$ cat src/rtl/uart_rx_deser.sv
// UART receive deserialiser: after the start-bit detector confirms a start bit,
// times each bit centre, shifts in 8 data bits LSB first, checks parity and stop.
module uart_rx_deser #(
    parameter int BIT_TICKS = 16,
    parameter int PARITY    = 0
) (
    input  logic       clk,
    input  logic       rst,
    input  logic       rxd,
    input  logic       process,
    output logic [7:0] dout,
    output logic       vld_rx,
    output logic       frame_err,
    output logic       parity_err
);
    typedef enum logic [2:0] {
        IDLE = 3'd0,
        DATA = 3'd1,
        PAR  = 3'd2,
        STOP = 3'd3,
        DONE = 3'd4
    } state_t;

    localparam logic [15:0] LAST_TICK = 16'(BIT_TICKS - 1);
    localparam bit          HAS_PAR   = (PARITY == 32'sd1) || (PARITY == 32'sd2);

    // Unsupported PARITY values fall back to "no parity", so never flag a mismatch.
    function automatic logic parity_mismatch(input logic acc, input logic sample);
        logic mismatch;
        case (PARITY)
            32'sd1:  mismatch = acc ^ sample;
            32'sd2:  mismatch = ~(acc ^ sample);
            default: mismatch = 1'b0;
        endcase
        return mismatch;
    endfunction

    state_t      state_r, state_s;
    logic [15:0] cnt_r, cnt_s;
    logic [2:0]  idx_r, idx_s;
    logic [7:0]  shift_r, shift_s;
    logic        acc_r, acc_s;
    logic [7:0]  dout_r, dout_s;
    logic        ferr_r, ferr_s;
    logic        perr_r, perr_s;
    logic        done_r;
    logic        tick_s;

    assign tick_s     = (cnt_r == LAST_TICK);
    assign dout       = dout_r;
    assign frame_err  = ferr_r;
    assign parity_err = perr_r;
    assign vld_rx     = done_r;

    // State and datapath registers; done_r mirrors the DONE state as a flop.
    always_ff @(posedge clk or posedge rst) begin
        if (rst) begin
            state_r <= IDLE;
            cnt_r   <= 16'd0;
            idx_r   <= 3'd0;
            shift_r <= 8'h00;
            acc_r   <= 1'b0;
            dout_r  <= 8'h00;
            ferr_r  <= 1'b0;
            perr_r  <= 1'b0;
            done_r  <= 1'b0;
        end else begin
            state_r <= state_s;
            cnt_r   <= cnt_s;
            idx_r   <= idx_s;
            shift_r <= shift_s;
            acc_r   <= acc_s;
            dout_r  <= dout_s;
            ferr_r  <= ferr_s;
            perr_r  <= perr_s;
            done_r  <= (state_s == DONE);
        end
    end

    // Next-state and datapath logic; rxd is only looked at on bit-centre ticks.
    always_comb begin
        state_s = state_r;
        cnt_s   = cnt_r;
        idx_s   = idx_r;
        shift_s = shift_r;
        acc_s   = acc_r;
        dout_s  = dout_r;
        ferr_s  = ferr_r;
        perr_s  = perr_r;
        case (state_r)
            IDLE: begin
                if (process) begin
                    state_s = DATA;
                    cnt_s   = 16'd0;
                    idx_s   = 3'd0;
                    acc_s   = 1'b0;
                end else begin
                    state_s = IDLE;
                end
            end
            DATA: begin
                if (tick_s) begin
                    cnt_s   = 16'd0;
                    shift_s = {rxd, shift_r[7:1]};
                    acc_s   = acc_r ^ rxd;
                    if (idx_r == 3'd7) begin
                        state_s = HAS_PAR ? PAR : STOP;
                    end else begin
                        idx_s = idx_r + 3'd1;
                    end
                end else begin
                    cnt_s = cnt_r + 16'd1;
                end
            end
            PAR: begin
                if (tick_s) begin
                    cnt_s   = 16'd0;
                    perr_s  = parity_mismatch(acc_r, rxd);
                    state_s = STOP;
                end else begin
                    cnt_s = cnt_r + 16'd1;
                end
            end
            STOP: begin
                if (tick_s) begin
                    cnt_s   = 16'd0;
                    ferr_s  = ~rxd;
                    dout_s  = shift_r;
                    state_s = DONE;
                end else begin
                    cnt_s = cnt_r + 16'd1;
                end
            end
            // One cycle so the detector sees vld_rx before process drops.
            DONE: begin
                cnt_s   = 16'd0;
                state_s = IDLE;
            end
            default: begin
                cnt_s   = 16'd0;
                state_s = IDLE;
            end
        endcase
    end
endmodule

$ cat config.mk
export PLATFORM = sky130hd
export DESIGN_NAME = uart_rx_deser
export DESIGN_NICKNAME = d
export VERILOG_FILES = /design/src/rtl/uart_rx_deser.sv
export SDC_FILE = /design/constraint.sdc
export NUM_CORES = 1
export LEC_CHECK = 0
export CAP_MARGIN = 20
export CORE_ASPECT_RATIO = 0.5
export CORE_MARGIN = 3
export CORE_UTILIZATION = 55
export CTS_BUF_LIST = sky130_fd_sc_hd__clkbuf_2 sky130_fd_sc_hd__clkbuf_4 sky130_fd_sc_hd__clkbuf_8
export CTS_CLUSTER_DIAMETER = 50
export CTS_CLUSTER_SIZE = 25
export DETAILED_ROUTE_END_ITERATION = 10
export PLACE_DENSITY = 0.79
export SETUP_SLACK_MARGIN = 0.5
export SYNTH_ARGS = -nofsm -noshare
export SYNTH_HDL_FRONTEND = slang
export SYNTH_SLANG_ARGS = --single-unit
$ cat constraint.sdc
create_clock -name clk -period 2.15 [get_ports clk]
set_input_delay 0.215 -clock clk [delete_from_list [all_inputs] [get_ports clk]]
set_output_delay 0.215 -clock clk [all_outputs]
set_load 0.005 [all_outputs]
==> flow_summary.toml <==
# flow metrics
[status]
run_status = "complete, no violations"

[timing]
fin_worst_hold_slack_ns = 0.3796
rsz0062_at_grt = "yes"
fmax_ghz = 0.4979
period_needed_ns = 2.008
setup_viol = 0
fin_crit_sh_pct = 93.42
fin_ws_ns = 0.1416
tns_ns = 0
finalHoldViolCount = 0

[global_route]
antenna_found_initial = 0
gr-usage-all-layers_pct = 24.95
use_met3_pct = 7.740
met1_usage_pct = 32.93
grt_pass1_wl_um = 8673
overflow = 0
first_global_vias = 1706

[clock_network]
cts_tree = "built"
clk_path_buf_depth = 2
path_clk_slew_ns = 0.09
clock_sinks = 40
cts_buffers = 5
cts_setup_buffers = 15

[min_path]
min_path_type = "in -> async"

[final_layout]
stdcell_count = 274
fin_area_um2 = 2833
lay_top_cells = "32 x dfrtp_1, 20 x buf_4, 14 x nand2_1"
comb_area_um2 = 1201
drive_gt1_share_pct = 43.81
largest_register_ffs = 16
clock_buffers = 5
logic_gates = 130
nNonClkInverters = 5
layout.non_clock_buffers = 43
num-nets-final = 232
buffer_area_share_pct = 15.06
top_register = "cnt_r"
diodes = 0
comb_area_share_pct = 42.40
clk_share_pct = 4.064
regArea_um2 = 1011
fill_cells = 153
area_growth_pct = 42.75
biggestCellCategory = "combinational gates"

[setup_path]
cpMaxStageDelayCell = "dfrtp_1"
cp_slowest_stage_delay_ns = 0.42
crit_required_ns = 2.34
critPathTopFamily = "simple AND/OR/NAND/NOR gates"
r2r_cells = 5
ff2ff_setup_slack_ns = 0.14
arrival_ns = 2.20
startpoint = "cnt_r[13]"
crit_path_end_kind = "register"
path_buffers = 1
cp_max_fo = 9
cp.depth = 5

[power]
comb_power_share_pct = 27.8
internal_power_uw = 1525
irDropWorstVdd_v = 0.0007122
power_leader = "sequential cells"
design_power_total_uw = 2316
powerDensity_nw_per_um2 = 817.6
p_leak_uw = 0.001215
p_comb_uw = 645
switching_power_uw = 790.9

[logic_synthesis]
synthTopCellsByCount = "40 x dfrtp_1, 17 x mux2_2, 17 x nand2_1"
numSynthFlops = 40
simple_gate_area_share_pct = 21.12
yosysTopAreaCell = "dfrtp_1"
ys_types = 41
adder_share_pct = 1.892
xor_share_pct = 0.4414
yosysMostFrequentCell = "dfrtp_1"
ys_top_logic_family = "simple AND/OR/NAND/NOR gates"
postSynthCellCount = 186
top_area_share_pct = 50.44
postSynthAreaPerCell_um2 = 10.67
ys.flop_type = "dfrtp_1"
ys_sh_mux_pct = 11.16
edf_count = 0
synth_seq_share_pct = 50.44
ys_area_um2 = 1984
yosys_cells = 186
async_flop_share_pct = 100.0

[die]
io_pins = 15
dieArea_um2 = 4409
std_cell_rows = 14
fp_util_pct = 61.57
taps = 48
core_um2 = 3223

[place]
placedInstanceArea_um2 = 2192
globalplace.congestion = 0.8423
dpl.cell_count = 243
post-place-ws_ns = 0.02485

[route]
top_layer = "met4"
vias_per_cell = 6.679
drtIter0Drc = 179
met2_length_um = 2836
met3WireLength_um = 560
wl_met1_um = 2471
drc = 0
dr.pass1.iters = 5
ant_nets = 0

[job]
warning_count = 29
max_cap_viol_count = 0
Figure 1. Where the registers sit.
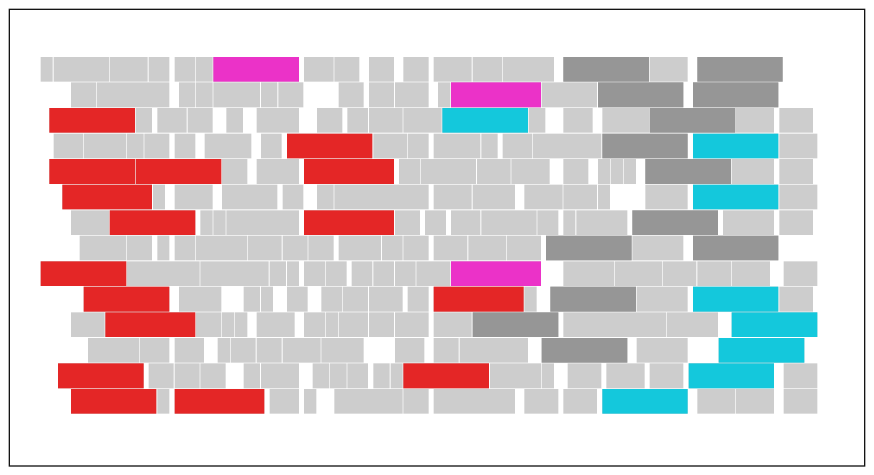
name in the netlist	colour	placed flops
cnt_r	red	16
state_r	magenta	3
dout	cyan	8
not coloured	13

Figure 2. Signal wires on met4.
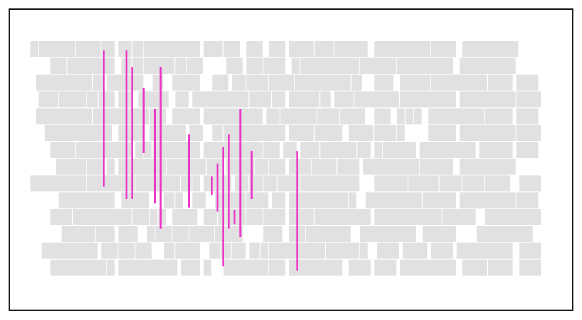
longest straight run	25.8 um
share of all routed wire	3.7%
wire length on this layer	222 um
final wirelength: 6091 um
routed via count: 1830

Figure 3. Clock distribution.
Bar = 20 um.
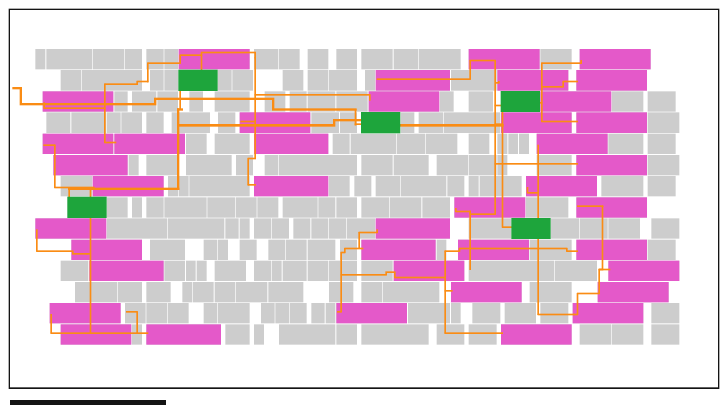
[flip-flops] magenta | count: 40
[clock wires] orange | length: 494 um
[cells driving clock nets] green | count: 5
flops lie	all over the die
Worst Skew: 0.01391 ns
P_clk: 638 uW
Clk pwr share: 27.6%
Latency at later pin: 0.30 ns

Figure 4. Ports around the boundary.
Pins as bars across the die edge, other pins in grey.
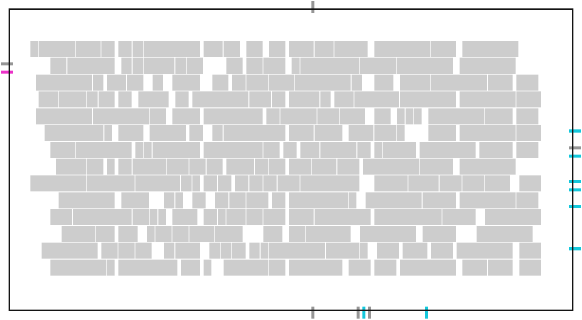
port	colour	pins	direction	edge
clk	magenta	1	input	west
dout	cyan	8	output	6 east, 2 south
all pins by edge	7 east, 5 south, 2 west, 1 north
Die Span X: 90.95 um
I/O Buffers: 13

Figure 5. Routing congestion map.
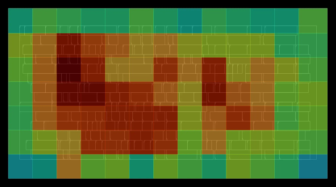
global route hottest layer: met2
GR Util met2: 38.61%
WL/cell: 22.23 um

Power and IR drop assume default switching activity.
